$ cat config.mk
export PLATFORM = sky130hd
export DESIGN_NAME = addsub_exec_flat
export DESIGN_NICKNAME = d
export VERILOG_FILES = /design/src/rtl/addsub_exec_if.sv /design/src/rtl/addsub_exec.sv /design/src/flat_wrapper.sv
export SDC_FILE = /design/constraint.sdc
export NUM_CORES = 1
export LEC_CHECK = 0
export CORE_MARGIN = 5
export CORE_UTILIZATION = 39
export CTS_CLUSTER_DIAMETER = 60
export DETAILED_ROUTE_END_ITERATION = 6
export PLACE_DENSITY_LB_ADDON = 0.2
export SYNTH_ARGS = -nofsm -noshare
export SYNTH_HDL_FRONTEND = slang
export SYNTH_SLANG_ARGS = --single-unit
$ cat constraint.sdc
create_clock -name clk -period 2.4 [get_ports clk]
set_input_delay 0.48 -clock clk [delete_from_list [all_inputs] [get_ports clk]]
set_output_delay 0.48 -clock clk [all_outputs]
set_load 0.005 [all_outputs]
$ cat src/rtl/addsub_exec_if.sv
// Request/result handshake bundle for the add/sub execute stage.
// master drives requests and accepts results; slave is the stage.
interface addsub_exec_if #(
  parameter int WIDTH = 32,
  parameter int TAG_W = 5
);
  logic             in_valid;
  logic             in_ready;
  logic [1:0]       in_op;
  logic [WIDTH-1:0] in_a;
  logic [WIDTH-1:0] in_b;
  logic [TAG_W-1:0] in_tag;
  logic             out_valid;
  logic             out_ready;
  logic [WIDTH-1:0] out_result;
  logic [TAG_W-1:0] out_tag;
  logic             out_z;
  logic             out_n;
  logic             out_v;

  modport master (
    output in_valid, in_op, in_a, in_b, in_tag,
    output out_ready,
    input  in_ready,
    input  out_valid, out_result, out_tag,
    input  out_z, out_n, out_v
  );

  modport slave (
    input  in_valid, in_op, in_a, in_b, in_tag,
    input  out_ready,
    output in_ready,
    output out_valid, out_result, out_tag,
    output out_z, out_n, out_v
  );
endinterface

$ cat src/rtl/addsub_exec.sv
// Two-stage execute wrapper around the external 32-bit addsub adder.
// Define ADDSUB_EXEC_SAT_EN to saturate ADD/SUB results on overflow.
module addsub_exec #(
  parameter int WIDTH = 32,
  parameter int TAG_W = 5
) (
  input  logic             clk,
  input  logic             rst_n,
  addsub_exec_if.slave     io,
  output logic [WIDTH-1:0] as_a,
  output logic [WIDTH-1:0] as_b,
  output logic             as_cin,
  input  logic [WIDTH-1:0] as_sum,
  input  logic             as_overflow
);

  typedef enum logic [1:0] {
    OP_ADD = 2'b00,
    OP_SUB = 2'b01,
    OP_SLT = 2'b10,
    OP_CMP = 2'b11
  } op_e;

  logic             s1_valid;
  op_e              op1;
  logic [TAG_W-1:0] tag1;

  logic             s2_valid;
  logic [WIDTH-1:0] res_q;
  logic [TAG_W-1:0] tag_q;
  logic             z_q;
  logic             n_q;
  logic             v_q;

  logic             s2_adv;
  logic             ld1;
  logic             ld2;

  assign s2_adv      = !s2_valid || io.out_ready;
  assign ld2         = s1_valid && s2_adv;
  assign io.in_ready = !s1_valid || s2_adv;
  assign ld1         = io.in_valid && io.in_ready;

  // Adder inputs come straight from S1 flops.
  always_ff @(posedge clk or negedge rst_n) begin
    if (!rst_n) begin
      s1_valid <= 1'b0;
      op1      <= OP_ADD;
      tag1     <= '0;
      as_a     <= '0;
      as_b     <= '0;
      as_cin   <= 1'b0;
    end else if (ld1) begin
      s1_valid <= 1'b1;
      op1      <= op_e'(io.in_op);
      tag1     <= io.in_tag;
      as_a     <= io.in_a;
      as_b     <= (io.in_op == OP_ADD) ? io.in_b : ~io.in_b;
      as_cin   <= (io.in_op != OP_ADD);
    end else if (ld2) begin
      s1_valid <= 1'b0;
    end
  end

  logic             is_arith;
  logic             is_slt;
  logic [WIDTH-1:0] fsrc;
  logic [WIDTH-1:0] res_d;

  assign is_arith = (op1 == OP_ADD) || (op1 == OP_SUB);
  assign is_slt   = (op1 == OP_SLT);

`ifdef ADDSUB_EXEC_SAT_EN
  logic [WIDTH-1:0] sat_val;
  assign sat_val = as_a[WIDTH-1] ? {1'b1, {(WIDTH-1){1'b0}}}
                                 : {1'b0, {(WIDTH-1){1'b1}}};
`endif

  // fsrc feeds z/n: saturated value for clipped ADD/SUB, raw sum otherwise.
  always_comb begin
    fsrc  = as_sum;
    res_d = '0;
    unique case (1'b1)
      is_arith: begin
`ifdef ADDSUB_EXEC_SAT_EN
        if (as_overflow) fsrc = sat_val;
`endif
        res_d = fsrc;
      end
      is_slt: begin
        res_d = {{(WIDTH-1){1'b0}},
                 as_sum[WIDTH-1] ^ as_overflow};
      end
      default: res_d = '0;
    endcase
  end

  always_ff @(posedge clk or negedge rst_n) begin
    if (!rst_n) begin
      s2_valid <= 1'b0;
      res_q    <= '0;
      tag_q    <= '0;
      z_q      <= 1'b0;
      n_q      <= 1'b0;
      v_q      <= 1'b0;
    end else if (ld2) begin
      s2_valid <= 1'b1;
      res_q    <= res_d;
      tag_q    <= tag1;
      z_q      <= (fsrc == '0);
      n_q      <= fsrc[WIDTH-1];
      v_q      <= as_overflow;
    end else if (io.out_ready) begin
      s2_valid <= 1'b0;
    end
  end

  assign io.out_valid  = s2_valid;
  assign io.out_result = res_q;
  assign io.out_tag    = tag_q;
  assign io.out_z      = z_q;
  assign io.out_n      = n_q;
  assign io.out_v      = v_q;

endmodule

$ cat src/flat_wrapper.sv
// flat-port wrapper written by rule: the top's interface ports become plain ports
module addsub_exec_flat 
#(
  parameter int WIDTH = 32,
  parameter int TAG_W = 5
)
  (clk, rst_n, as_a, as_b, as_cin, as_sum, as_overflow, io_in_valid, io_in_op, io_in_a, io_in_b, io_in_tag, io_out_ready, io_in_ready, io_out_valid, io_out_result, io_out_tag, io_out_z, io_out_n, io_out_v);
  addsub_exec_if #(.WIDTH(WIDTH), .TAG_W(TAG_W)) io_i ();
  input  logic clk;
  input  logic rst_n;
  output logic [WIDTH-1:0] as_a;
  output logic [WIDTH-1:0] as_b;
  output logic as_cin;
  input  logic [WIDTH-1:0] as_sum;
  input  logic as_overflow;
  input wire logic [$bits(io_i.in_valid)-1:0] io_in_valid;
  input wire logic [$bits(io_i.in_op)-1:0] io_in_op;
  input wire logic [$bits(io_i.in_a)-1:0] io_in_a;
  input wire logic [$bits(io_i.in_b)-1:0] io_in_b;
  input wire logic [$bits(io_i.in_tag)-1:0] io_in_tag;
  input wire logic [$bits(io_i.out_ready)-1:0] io_out_ready;
  output wire logic [$bits(io_i.in_ready)-1:0] io_in_ready;
  output wire logic [$bits(io_i.out_valid)-1:0] io_out_valid;
  output wire logic [$bits(io_i.out_result)-1:0] io_out_result;
  output wire logic [$bits(io_i.out_tag)-1:0] io_out_tag;
  output wire logic [$bits(io_i.out_z)-1:0] io_out_z;
  output wire logic [$bits(io_i.out_n)-1:0] io_out_n;
  output wire logic [$bits(io_i.out_v)-1:0] io_out_v;
  assign io_i.in_valid = io_in_valid;
  assign io_i.in_op = io_in_op;
  assign io_i.in_a = io_in_a;
  assign io_i.in_b = io_in_b;
  assign io_i.in_tag = io_in_tag;
  assign io_i.out_ready = io_out_ready;
  assign io_in_ready = io_i.in_ready;
  assign io_out_valid = io_i.out_valid;
  assign io_out_result = io_i.out_result;
  assign io_out_tag = io_i.out_tag;
  assign io_out_z = io_i.out_z;
  assign io_out_n = io_i.out_n;
  assign io_out_v = io_i.out_v;
  addsub_exec #(.WIDTH(WIDTH), .TAG_W(TAG_W)) u_core (.clk(clk), .rst_n(rst_n), .io(io_i), .as_a(as_a), .as_b(as_b), .as_cin(as_cin), .as_sum(as_sum), .as_overflow(as_overflow));
endmodule
==> run summary, run 1 <==
Implementation numbers.

- Global routing put the most usage on met2.
- The total global-route track usage is about 18%.
- Of the available clock period, the critical path in the final layout requires 89.7%.
- In the final report, the number of endpoints failing setup comes to 0.
- After clock tree synthesis, the setup repair step added 0 buffers.
- For this design the ratio of total power to cell area is 812 nW/um2.
- The buffering stage count on the worst path with inverters included is 2.
- The vertical die dimension reported for this design is 122 um.
- STA classifies the critical path endpoint as an output port.
- The number of design-rule violations left by the first detailed-router iteration is between 100 and 150.
- The max-cap check violation count is 0.
- The script extracted a total leakage power of 0.00312 uW.
- The shortest clock period the worst path allows after layout is about 2.2 ns.
- The cell type with the largest total area is sky130_fd_sc_hd__dfrtp_1.
- Pin placement for this block handled ~220 I/O pins.
- The number of cell rows is ~40.
- Setup repair after global routing left no endpoint under its margin.
- The number of hold buffers added after CTS is 0.
- The data required time of the worst path is 1.92 ns.
- The floorplan core density is between 40% and 50%.
- The clock reaches the later pin of the worst-skew pair after 0.40 ns.
- The most numerous cell on the critical path is sky130_fd_sc_hd__clkdlybuf4s50_1.
- The deepest clock path buffer count is 2.
- The post-synth register bit count is 114.
- In this run the tool buffered the top-level ports with 214 buffer cells.
- The antenna cell count is 0.
- The yosys synthesis warning count is 0.
- The routed via count divided by cell count is 4.85.
- Per the synthesis report, the number of distinct cell types is 22.
- The max-slew violation total from the final report is 0.
- The maximum ir drop on the vdd rail is 0.553 mV.
- The wire length per cell after detailed routing is 17.2 um.
- The slew at the pin closest to its max-slew limit is about 0.96 ns.
- The number of global-route vias before repair is 3945.
- After technology mapping, the gate count stands at 369.
- The via total after detailed routing is 3719.
- The run finished with clean final reports.
- Entering global routing, the biggest net connects 54 pins.
- The dominant synthesized flop cell is sky130_fd_sc_hd__dfrtp_1.
- The die outline width is 122 um.
- The first global-routing pass estimated approximately 21000 um of wire.
- The last weighted congestion value of the routability-driven placer is a little over 0.8.
- The CTS clock-pin slew for the worst setup and hold paths is 0.05 ns.
- The met2 track demand over resource is a little under a third.
- For the worst setup path, the data arrival time is between 1.5 and 2 ns.
- The top cell type's share of synthesized area is 58.8%.
- Headroom to the max-slew limit came out at 35.7%.
- Traced cell by cell, the critical path runs through clkdlybuf4s50_1 -> nand3b_4 -> clkdlybuf4s50_1.
- The report shows a maximum critical-path fanout of 5.
- Once detailed placement completed, the half-perimeter wirelength came to 9570 um.
- In the Yosys report, the sequential cells make up 58.8% of the chip area.
- The post-cts gate resize count is 0.
- The CTS tree is done.
- In this run the tools logged warnings totalling 26.
- STA classifies the critical path startpoint as a primary input.
- The cell at the slowest stage of the critical path is sky130_fd_sc_hd__clkdlybuf4s50_1.
- The synthesis report lists the most area-consuming cells as sky130_fd_sc_hd__dfrtp_1 (59%), sky130_fd_sc_hd__mux2_2 (18%), sky130_fd_sc_hd__o21ai_0 (6.7%).
- Per the synth stats, the proportion of register bits with asynchronous set or reset is 100%.
- The chip occupies 14800 um2.
- Per the CTS log, the root buffer master is sky130_fd_sc_hd__clkbuf_16.
- Per the post-route antenna check, the number of violating nets is 0.
- The remaining global-route overflow is 0.
- Before antenna repair, the detailed router went through 4 iterations.
run 1: power breakdown:
| group | internal, uW | total [uW] | switching [uW] |
|---|---|---|---|
| Combinational | 990 | 1470 | 485 |
| Sequential | 2250 | 2430 | 180 |
| Clock | 1580 | 2380 | 801 |
| Total | 4830 | 6290 | 1470 |
run 1: cell usage in the layout (no fill, tap or decap), drive strengths merged:
cell / count
dfrtp: 114
a31oi: 2
nor2: 1
clkbuf: 28
and2b: 1
o31ai: 1
nand3b: 1
nand2: 3
inv: 2
clkdlybuf4s50: 213
nor2b: 1
nand2b: 33
clkinv: 3
a21oi: 1
bufinv: 1
nand4: 2
o21ai: 65
xnor2: 32
mux2: 78
nor4: 8
buf: 8
xor2: 1
run 1: per-stage QoR:
| stage | power, uW | hold WS, ns | setup slack [ns] | cells |
|---|---|---|---|---|
| finish | 6290 | 0.0728 | 0.246 | 767 |
| global route | 6610 | 0.0959 | 0.200 | 767 |
| CTS | 6380 | 0.0779 | 0.233 | 767 |
| detailed placement | 3960 | 0.492 | 0.234 | 735 |
| global placement | 3910 | 0.482 | 0.261 | 735 |
| floorplan | 2950 | 0.184 | 0.983 | 369 |
run 1: metal layers:
layer | up-vias | wire length [um]
met5 | - | 0
met4 | 0 | 252
met3 | 22 | 1170
met2 | 154 | 6830
met1 | 1825 | 4930
li1 | 1718 | -
run 1: final timing paths:
kind                                      from                        to  slack (ns)  cells past startpoint
setup / recovery                  io_out_ready               io_in_ready        0.25                      3
hold / removal                           rst_n            u_core.tag1[4]        0.07                      1
setup reg to reg           u_core.io.out_valid  u_core.io.out_result[22]        0.71                      3
hold reg to reg                 u_core.tag1[3]            u_core.tag1[3]        0.50                      1
max in group asynchronous                rst_n            u_core.as_b[6]        1.60                      2
min in group clk                u_core.tag1[3]            u_core.tag1[3]        0.50                      1
run 1: state kept, by name (all words and copies together), names as in the netlist:
name and flops:
u_core.as_cin 1, u_core.s1_valid 1, u_core.io.out_tag 5, u_core.io.out_valid 1
u_core.as_a 32, u_core.as_b 32, u_core.tag1 5, u_core.io.out_n 1
u_core.io.out_result 32, u_core.io.out_z 1, u_core.op1 2, u_core.io.out_v 1
run 1: cell families (layout without fill, tap and decap cells):
| kind of cell | Yosys count | count (layout) | share of synthesized area (%) |
|---|---|---|---|
| flops | 114 | 114 | 58.8 |
| buf+inv | 25 | 255 | 3.20 |
| simple gates | 50 | 50 | 6.75 |
| xor+xnor | 33 | 33 | 5.96 |
| mux | 78 | 78 | 18.1 |
| compound gates | 69 | 69 | 7.22 |
run 1: final cells by class:
| class | instances | area [um2] |
|---|---|---|
| fillers | 970 | 4360 |
| flip-flops and latches | 114 | 2850 |
| repair buffers | 221 | 2250 |
| multi-input cells | 230 | 1850 |
| clock buffers | 28 | 527 |
| well taps | 168 | 210 |
| clock inverters | 4 | 45.0 |
| inverters | 2 | 7.51 |
==> run_1/drive_strength.png <==
The bar under the picture is 20 um long.
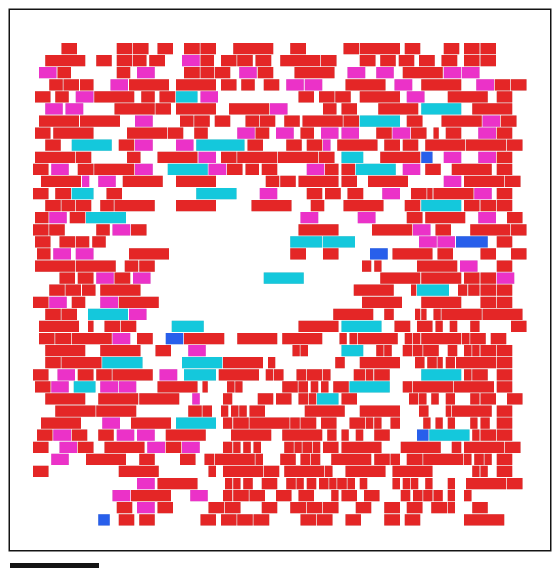
colour	size	cells	share	most used
magenta	drive 2	81	14%	mux2_2
red	drive 1 or less	483	81%	clkdlybuf4s50_1
blue	drive 3 to 4	6	1.0%	buf_4
cyan	drive 6 and up	29	4.8%	clkbuf_16
synth-to-layout area growth: 59.6%
final design area excluding fillers: 7750 um2
count of plain and timing-repair buffers in the layout: 221

==> run_1/final_clocks.png <==
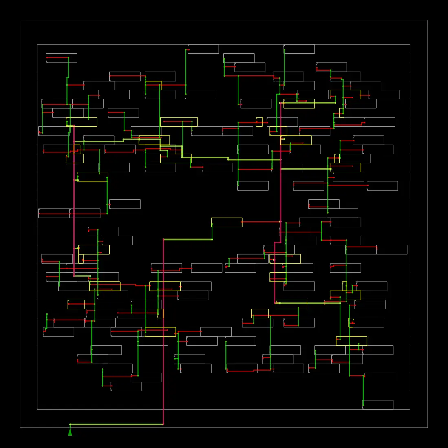
count of sequential standard cells: 114
Clock Skews: 0.00509 ns
final-layout clock buffer total: 28

==> run_1/registers.png <==
The bar under the picture is 20 um long.
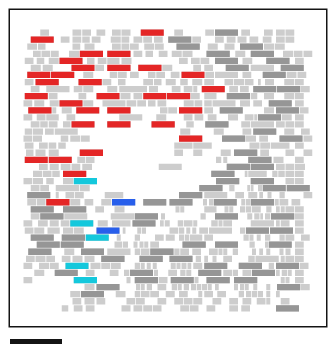
colour	signal	sequential cells
cyan	`u_core.io.out_tag`	5
red	`u_core.as_b`	32
blue	`u_core.op1`	2
not coloured	75
Power Sequential: 2430 uW
core utilization of the finished layout: 64.0%

==> run 2: changes to the inputs <==
--- a/config.mk
+++ b/config.mk
@@ -5,6 +5,7 @@
 export SDC_FILE = /design/constraint.sdc
 export NUM_CORES = 1
 export LEC_CHECK = 0
+export CAP_MARGIN = 10
 export CORE_MARGIN = 5
 export CORE_UTILIZATION = 39
 export CTS_CLUSTER_DIAMETER = 60
==> run summary, run 2 <==
Implementation numbers.

- The total of endpoints with negative setup slack in the final report is 0.
- The largest total area in the synthesized netlist belongs to sky130_fd_sc_hd__dfrtp_1.
- The max-slew violation total from the final report is 0.
- Once detail routing completed, the nets flagged for antenna violations numbered 0.
- The buffering stage count on the worst path with inverters included is 2.
- Setup repair after global routing left no endpoint under its margin.
- For the finished layout, the period the worst path requires is 2.15 ns.
- The CTS tree is done.
- The critical-path maximum fanout is 5.
- In the synthesized netlist, the number of instances is 369.
- 215 I/O pins were placed.
- The number of hold buffers added after CTS is 0.
- The remaining global-route overflow is 0.
- The clock root buffer master is sky130_fd_sc_hd__clkbuf_16.
- The OpenROAD report gives the critical path a data arrival time of around 1.7 ns.
- The floorplan die area is 14800 um2.
- Detailed-route iteration 0 reported a violation count of 131.
- The repair_antennas step left the layout with diodes totalling 0.
- The launch point of the worst reg-to-reg path is u_core.io.out_valid.
- Summing the sequential cell areas from Yosys gives 58.8% of the chip area.
- Among logic cells in the layout, the one with the most instances is sky130_fd_sc_hd__clkdlybuf4s50_1.
- The wire length per cell after detailed routing is 17.2 um.
- Among all stages on the critical path, the maximum delay recorded is roughly 0.52 ns.
- Measured against its own limit, the worst slew margin works out to 35.7%.
- The minimum setup slack among reg-to-reg paths is 0.71 ns.
- The yosys synthesis warning count is 0.
- Across the routed clock network, the largest skew measured is 0.00509 ns.
- The OpenROAD report gives the critical path a required time of ~1.9 ns.
- The path type of the worst min-delay path is in2async.
- Clock-pin slew was measured on the worst setup and hold paths at around 0.05 ns.
- According to the dpl log, the detail-placed design has an HPWL of 9570 um.
- At the placement stage, the worst setup path has a slack of 0.234 ns.
- The die outline width is 122 um.
- The worst register-to-register path ends at u_core.io.out_result[22].
- In the Yosys stats the netlist draws on 22 distinct library cells.
- The max-cap check violation count is 0.
- The die extent in y is 122 um.
- Port buffering added 214 buffers.
- After layout, the worst setup slack is approximately 0.25 ns.
- The congestion estimate from routability-driven global placement came to slightly above 0.8.
- STA classifies the critical path endpoint as an output port.
- The pin count of the biggest net entering global routing is 54.
- The critical path goes through clkdlybuf4s50_1 -> nand3b_4 -> clkdlybuf4s50_1.
- The initial antenna violation count came to 0.
- As reported, the later end of the worst-skew pair has a clock insertion delay of 0.40 ns.
- The kind of start point of the critical path is a primary input.
- The number of global-route vias before repair is 3945.
- Static timing analysis puts the maximum clock frequency at 0.464 GHz.
- The total iterations of the first detailed-routing run is 4.
- The leakage power of the design is about 0.0031 uW.
- The total global-route track usage is 18.0%.
- Summed over its instances, the top area cell type makes up 58.8% of the synthesized netlist area.
- In the floorplan report the effective utilization is 40.1%.
- Ranked by total cell area, the synthesized netlist is headed by sky130_fd_sc_hd__dfrtp_1 (59%), sky130_fd_sc_hd__mux2_2 (18%), sky130_fd_sc_hd__o21ai_0 (6.7%).
- The buffers inserted during post-CTS setup optimization is 0.
- The proportion of register bits with asynchronous set or reset after synthesis is 100%.
- The first global-routing pass estimated a little over 20000 um of wire.
- The via total after detailed routing is 3719.
- Looking at the clock tree report, the maximum root-to-sink buffer count equals 2.
- The ratio of total power to cell area is between 800 and 900 nW/um2.
- The analysis reports a worst IR drop on VDD of about 0.55 mV.
- Between the synthesized netlist and the finished layout, the area growth was recorded as 59.6%.
- The routed via count divided by cell count is slightly below 5.
- The post-synth net total is 477.
- The flow ran to the end, and the final reports show no timing, DRC or antenna violations.
- Per the cell usage report, the commonest logic cells after layout are sky130_fd_sc_hd__clkdlybuf4s50_1 (213), sky130_fd_sc_hd__dfrtp_1 (114), sky130_fd_sc_hd__mux2_2 (78), sky130_fd_sc_hd__o21ai_0 (65), sky130_fd_sc_hd__nand2b_1 (33).
## run 2: cell counts after synthesis
Identical to the previous run, type by type.
## run 2: cell type report
cell class	count	area, um2
clock buffer	28	527
clock inverter	4	45.0
fill	970	4360
inverter	2	7.51
multi-input combinational	230	1850
sequential	114	2850
tap	168	210
timing repair buffer	221	2250
## run 2: kinds of logic after synthesis
logic type	after synthesis	share of synthesized area (%)
multiplexers	78	18.1
AND-OR/OR-AND	69	7.22
XOR/XNOR	33	5.96
flip-flops	114	58.8
buffers and inverters	25	3.20
AND/OR/NAND/NOR	50	6.75
## run 2: worst max-delay path by stage
stage	startpoint	end	slack (ns)	cells after the start
floorplan	io_out_ready	u_core.as_a[0]	0.98	4
global placement	io_out_ready	io_in_ready	0.26	3
detailed placement	io_out_ready	u_core.io.out_result[14]	0.23	4
CTS	io_out_ready	io_in_ready	0.23	3
global route	io_out_ready	io_in_ready	0.20	3
finish	io_out_ready	io_in_ready	0.25	3
## run 2: stage by stage
stage | hold WS (ns) | area, um2 | cells | power, uW | utilization (%)
after floorplan | 0.184 | 4850 | 369 | 2950 | -
after global placement | 0.482 | 7180 | 735 | 3910 | 59.2
after detailed placement | 0.492 | 7180 | 735 | 3960 | 59.2
after CTS | 0.0779 | 7750 | 767 | 6380 | 64.0
after global routing | 0.0959 | 7750 | 767 | 6610 | 64.0
final | 0.0728 | 7750 | 767 | 6290 | 64.0
## run 2: report_power, final
part	internal [uW]	switching, uW
sequential	2250	180
combinational	990	485
clock	1580	801
total	4830	1470
## run 2: routing by layer
metal  share of wire, %  GRT usage (%)
met5                  0              0
met4                1.9           7.00
met3                8.8           7.06
met2                 52           31.0
met1                 37           20.0
==> run_2/cell_classes.png <==
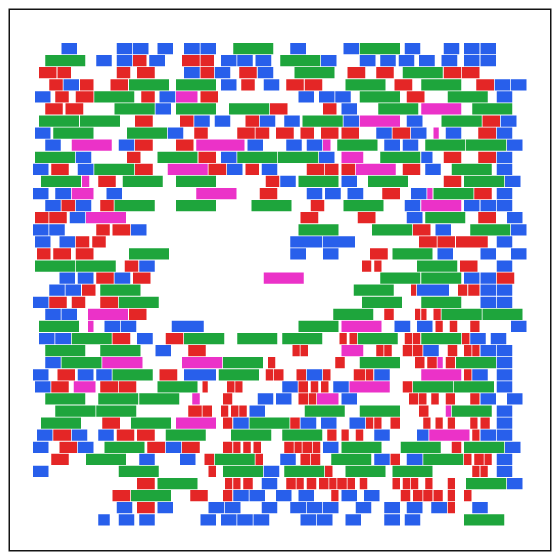
colour	class	cells	share of their area
green	flip-flops	114	38%
red	all other logic	232	25%
blue	other buffers and delay cells	221	30%
magenta	clock drivers and dummy loads	32	7.6%
flop share of the area: 36.8%
# rows: 40

==> run_2/registers.png <==
The bar under the picture is 20 um long.
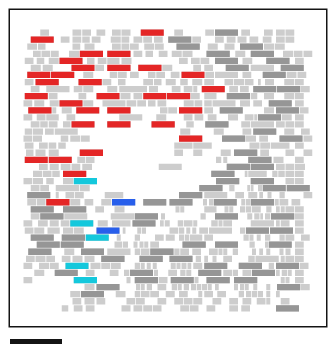
colour	signal	sequential cells
red	`u_core.as_b`	32
blue	`u_core.op1`	2
cyan	`u_core.io.out_tag`	5
not coloured	75
area of all sequential standard cells: 2850 um2

==> run 3: changes to the inputs <==
--- a/config.mk
+++ b/config.mk
@@ -10,6 +10,7 @@
 export CORE_UTILIZATION = 39
 export CTS_CLUSTER_DIAMETER = 60
 export DETAILED_ROUTE_END_ITERATION = 6
+export DONT_BUFFER_PORTS = 1
 export PLACE_DENSITY_LB_ADDON = 0.2
 export SYNTH_ARGS = -nofsm -noshare
 export SYNTH_HDL_FRONTEND = slang
==> run summary, run 3 <==
Implementation numbers.

- The launch point of the worst reg-to-reg path is u_core.io.out_valid.
- The CTS clock-pin slew for the worst setup and hold paths is around 0.050 ns.
- At the later pin of the worst-skew pair, clock insertion delay measures 0.40 ns.
- The run finished, with violations left.
- Max fanout on the critical path was recorded as 44.
- The leakage power of the design is around 0.0022 uW.
- The transition time recorded at the tightest slew-check pin is between 0.8 and 0.9 ns.
- The highest clock rate this design can be run at is 0.615 GHz.
- The dominant synthesized flop cell is sky130_fd_sc_hd__dfrtp_1.
- In this run, distinct cell masters in the synthesized netlist total 22.
- Counting flops with an async set or reset pin after synthesis yields a share of 100%.
- The number of global-route vias before repair came to between 3000 and 4000.
- The clock root buffer master is sky130_fd_sc_hd__clkbuf_16.
- Counting the warning lines in the Yosys log gives 0.
- In this run the tightest slew margin relative to its limit is between 40% and 50%.
- The pin count of the biggest net entering global routing is 115.
- STA classifies the critical path endpoint as a flop.
- The gate count of the mapped netlist is 369.
- In the routed layout, each cell is associated on average with a via count of 5.16.
- The portion of the clock cycle consumed by the worst path in the final layout is 67.7%.
- The horizontal die dimension reported for this design is 122 um.
- The post-detailed-placement half-perimeter wirelength is around 7600 um.
- Per the detail_route report, routed wire per instance is a little under 20 um.
- The deepest clock path buffer count is 2.
- The post-cts gate resize count is 0.
- For this run, the total global-route usage over all layers was measured as 14.7%.
- The iteration count recorded for the first detailed-route pass is 4.
- The delay contributed by the slowest stage of the critical path is between 0.4 and 0.5 ns.
- The max-cap check violation count is 0.
- Setup slack closes at 0.774 ns.
- The maximum ir drop on the vdd rail is between 0.5 and 0.6 mV.
- The antenna cell count is 0.
- For this run the top cell type by instance count after synthesis was sky130_fd_sc_hd__dfrtp_1.
- The library cell used most frequently in the layout, excluding fill and tap cells, is sky130_fd_sc_hd__dfrtp_1.
- The floorplan core density is 40.1%.
- In this run the count of I/O pins placed on the die edge is 215.
- The tightest hold path in the finished design has a slack of -0.224 ns.
- The CTS tree is done.
- In the post-synthesis netlist, the biggest area contributors are sky130_fd_sc_hd__dfrtp_1 (59%), sky130_fd_sc_hd__mux2_2 (18%), sky130_fd_sc_hd__o21ai_0 (6.7%).
- The top cell types in the final layout, fill and taps aside, are sky130_fd_sc_hd__dfrtp_1 (114), sky130_fd_sc_hd__mux2_2 (78), sky130_fd_sc_hd__o21ai_0 (65), sky130_fd_sc_hd__nand2b_1 (33), sky130_fd_sc_hd__xnor2_1 (32).
- The top cell type's share of synthesized area is 58.8%.
- In the final report, the number of endpoints failing setup comes to 0.
- The checks that failed: hold timing.
- The number of cell rows is 40.
- The first global-routing pass estimated 16700 um of wire.
- The origin of the worst setup path is u_core.io.out_valid.
- The setup skew after layout is 0.00384 ns.
- The port buffer count is 0.
- For the finished layout, the period the worst path requires is approximately 1.6 ns.
- The data arrival time of the worst path is around 1.9 ns.
- STA classifies the critical path startpoint as a flop.
- After the first detailed-routing iteration, the DRC count stood at 187.
- The stage logs contain a warning count of 30.
- Per the synthesis report, the dominant area consumer among library cells is sky130_fd_sc_hd__dfrtp_1.
- The die extent in y is 122 um.
- The pre-CTS setup slack is 0.674 ns.
- STA lists the endpoint of the worst register-to-register path as u_core.as_b[31].
- Counting cells, the worst reg-to-reg path comes to 4.
- The initial antenna violation count is 0.
- The remaining number of nets flagged by the antenna check after routing is 0.
- The via total after detailed routing is 2844.
- The ratio of total power to cell area is 956 nW/um2.
- Summing the sequential cell areas from Yosys gives just under 60% of the chip area.
- The minimum setup slack among reg-to-reg paths is between 0.7 and 0.8 ns.
- The number of nets handed over by synthesis was ~480.
- The critical path goes through nand3b_4 -> nand2_4 -> buf_12 -> mux2_2.
- Among all stages on the critical path, the largest delay is contributed by sky130_fd_sc_hd__dfrtp_1.
- For the worst setup path, the data required time is 2.68 ns.
- The final hold violation count is 114.
- Post-CTS timing repair inserted 0 buffers for setup.
- The max-slew violation total from the final report is 0.
- Per the synth log, the flip-flop and latch total comes to between 100 and 150.
- Setup repair after global routing left no endpoint under its margin.
- The final weighted congestion recorded by global placement is ~0.8.
- Between the synthesized netlist and the finished layout, the area growth was recorded as 13.4%.
- The chip occupies roughly 15000 um2.
[run 3: cell families after synthesis]
| group | after synthesis | share of synthesized area, % |
|---|---|---|
| XOR/XNOR | 33 | 5.96 |
| AND-OR/OR-AND | 69 | 7.22 |
| buffers and inverters | 25 | 3.20 |
| flip-flops | 114 | 58.8 |
| AND/OR/NAND/NOR | 50 | 6.75 |
| multiplexers | 78 | 18.1 |
[run 3: metrics by stage]
stage          power [uW]  instances  instance area, um2  utilization [%]  hold WS (ns)
2_1_floorplan        2950        369                4850                -         0.184
3_3_place_gp         3090        520                4980             41.1         0.188
3_5_place_dp         3120        520                4980             41.1         0.187
4_1_cts              5350        551                5510             45.5        -0.250
5_1_grt              5540        551                5510             45.5        -0.255
6_report             5260        551                5510             45.5        -0.224
[run 3: area by class of cell]
type | count | area, um2
Clock buffer | 26 | 499
Clock inverter | 5 | 27.5
Fill cell | 1136 | 6610
Inverter | 2 | 7.51
Multi-Input combinational cell | 230 | 1850
Sequential cell | 114 | 2850
Tap cell | 168 | 210
Timing Repair Buffer | 6 | 57.6
[run 3: per-layer routing]
| metal | vias to the layer above | part of all wire (%) | GRT usage, % |
|---|---|---|---|
| li1 | 1280 | - | - |
| met1 | 1422 | 36 | 16.3 |
| met2 | 125 | 50 | 23.0 |
| met3 | 17 | 11 | 7.99 |
| met4 | 0 | 2.5 | 7.14 |
| met5 | - | 0 | 0 |
[run 3: how the worst max path moves through the flow]
stage,slack (ns),endpoint,cells past startpoint
finish,0.77,u_core.as_b[31],4
global route,0.69,u_core.as_b[26],4
detailed placement,0.67,u_core.as_b[28],4
floorplan,0.98,u_core.as_a[0],4
global placement,0.70,u_core.as_a[3],4
CTS,0.76,u_core.as_b[26],4
[run 3: power breakdown]
| group | switching (uW) | internal, uW |
|---|---|---|
| registers | 286 | 2260 |
| clock network | 791 | 1410 |
| logic | 201 | 318 |
[run 3: worst max-delay path, delay by kind of cell, from the launching register on]
kind	cells	cell delay (ns)
flip-flops	1	0.43
multiplexers	1	0.36
AND/OR/NAND/NOR	2	0.39
buffers and inverters	1	0.28
==> run_3/final_clocks.png <==
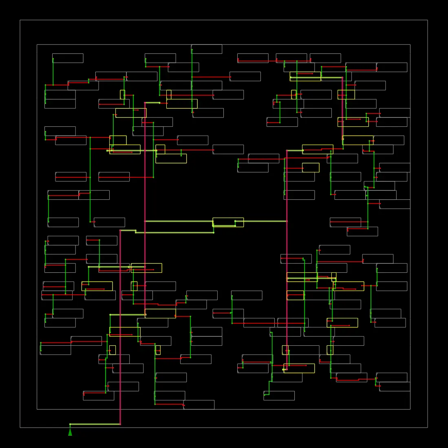
clk sink count: 114
TritonCTS buffer count: 17
final-layout clock buffer total: 26

==> run_3/cell_classes.png <==
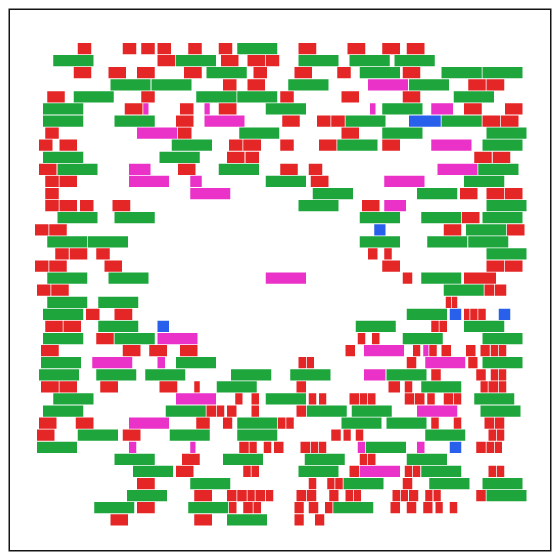
colour	class	cells	share of their area
magenta	clock drivers and dummy loads	31	9.9%
blue	other buffers and delay cells	6	1.1%
red	all other logic	232	35%
green	flip-flops	114	54%
final design area excluding fillers: 5510 um2
core utilization of the finished layout: 45.5%
flop share of the area: 51.8%
Core Region: 12100 um2


==> screenshots <==
Clock network drawn from the DEF.
Plate I
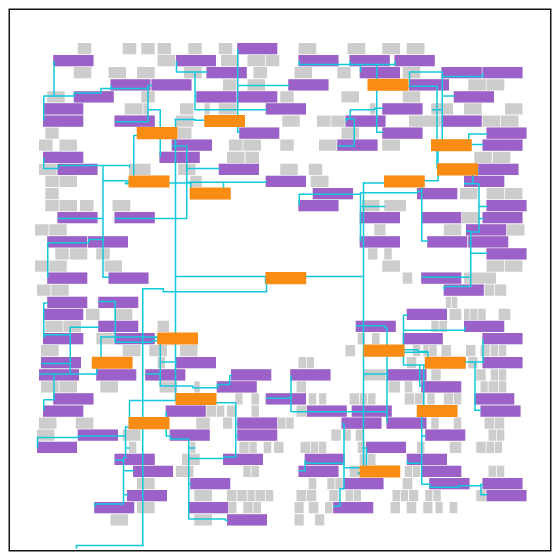
Plate II
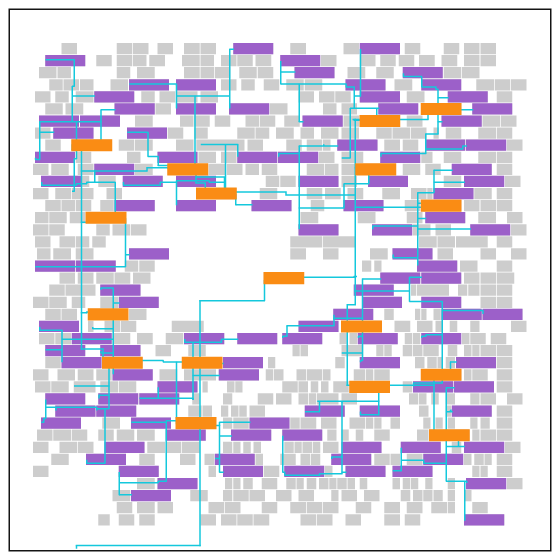
| picture | from |
|---|---|
| Plate I | run 3 |
| Plate II | run 1 |

Power figures rest on the tool's default switching activity, not on a simulated workload.
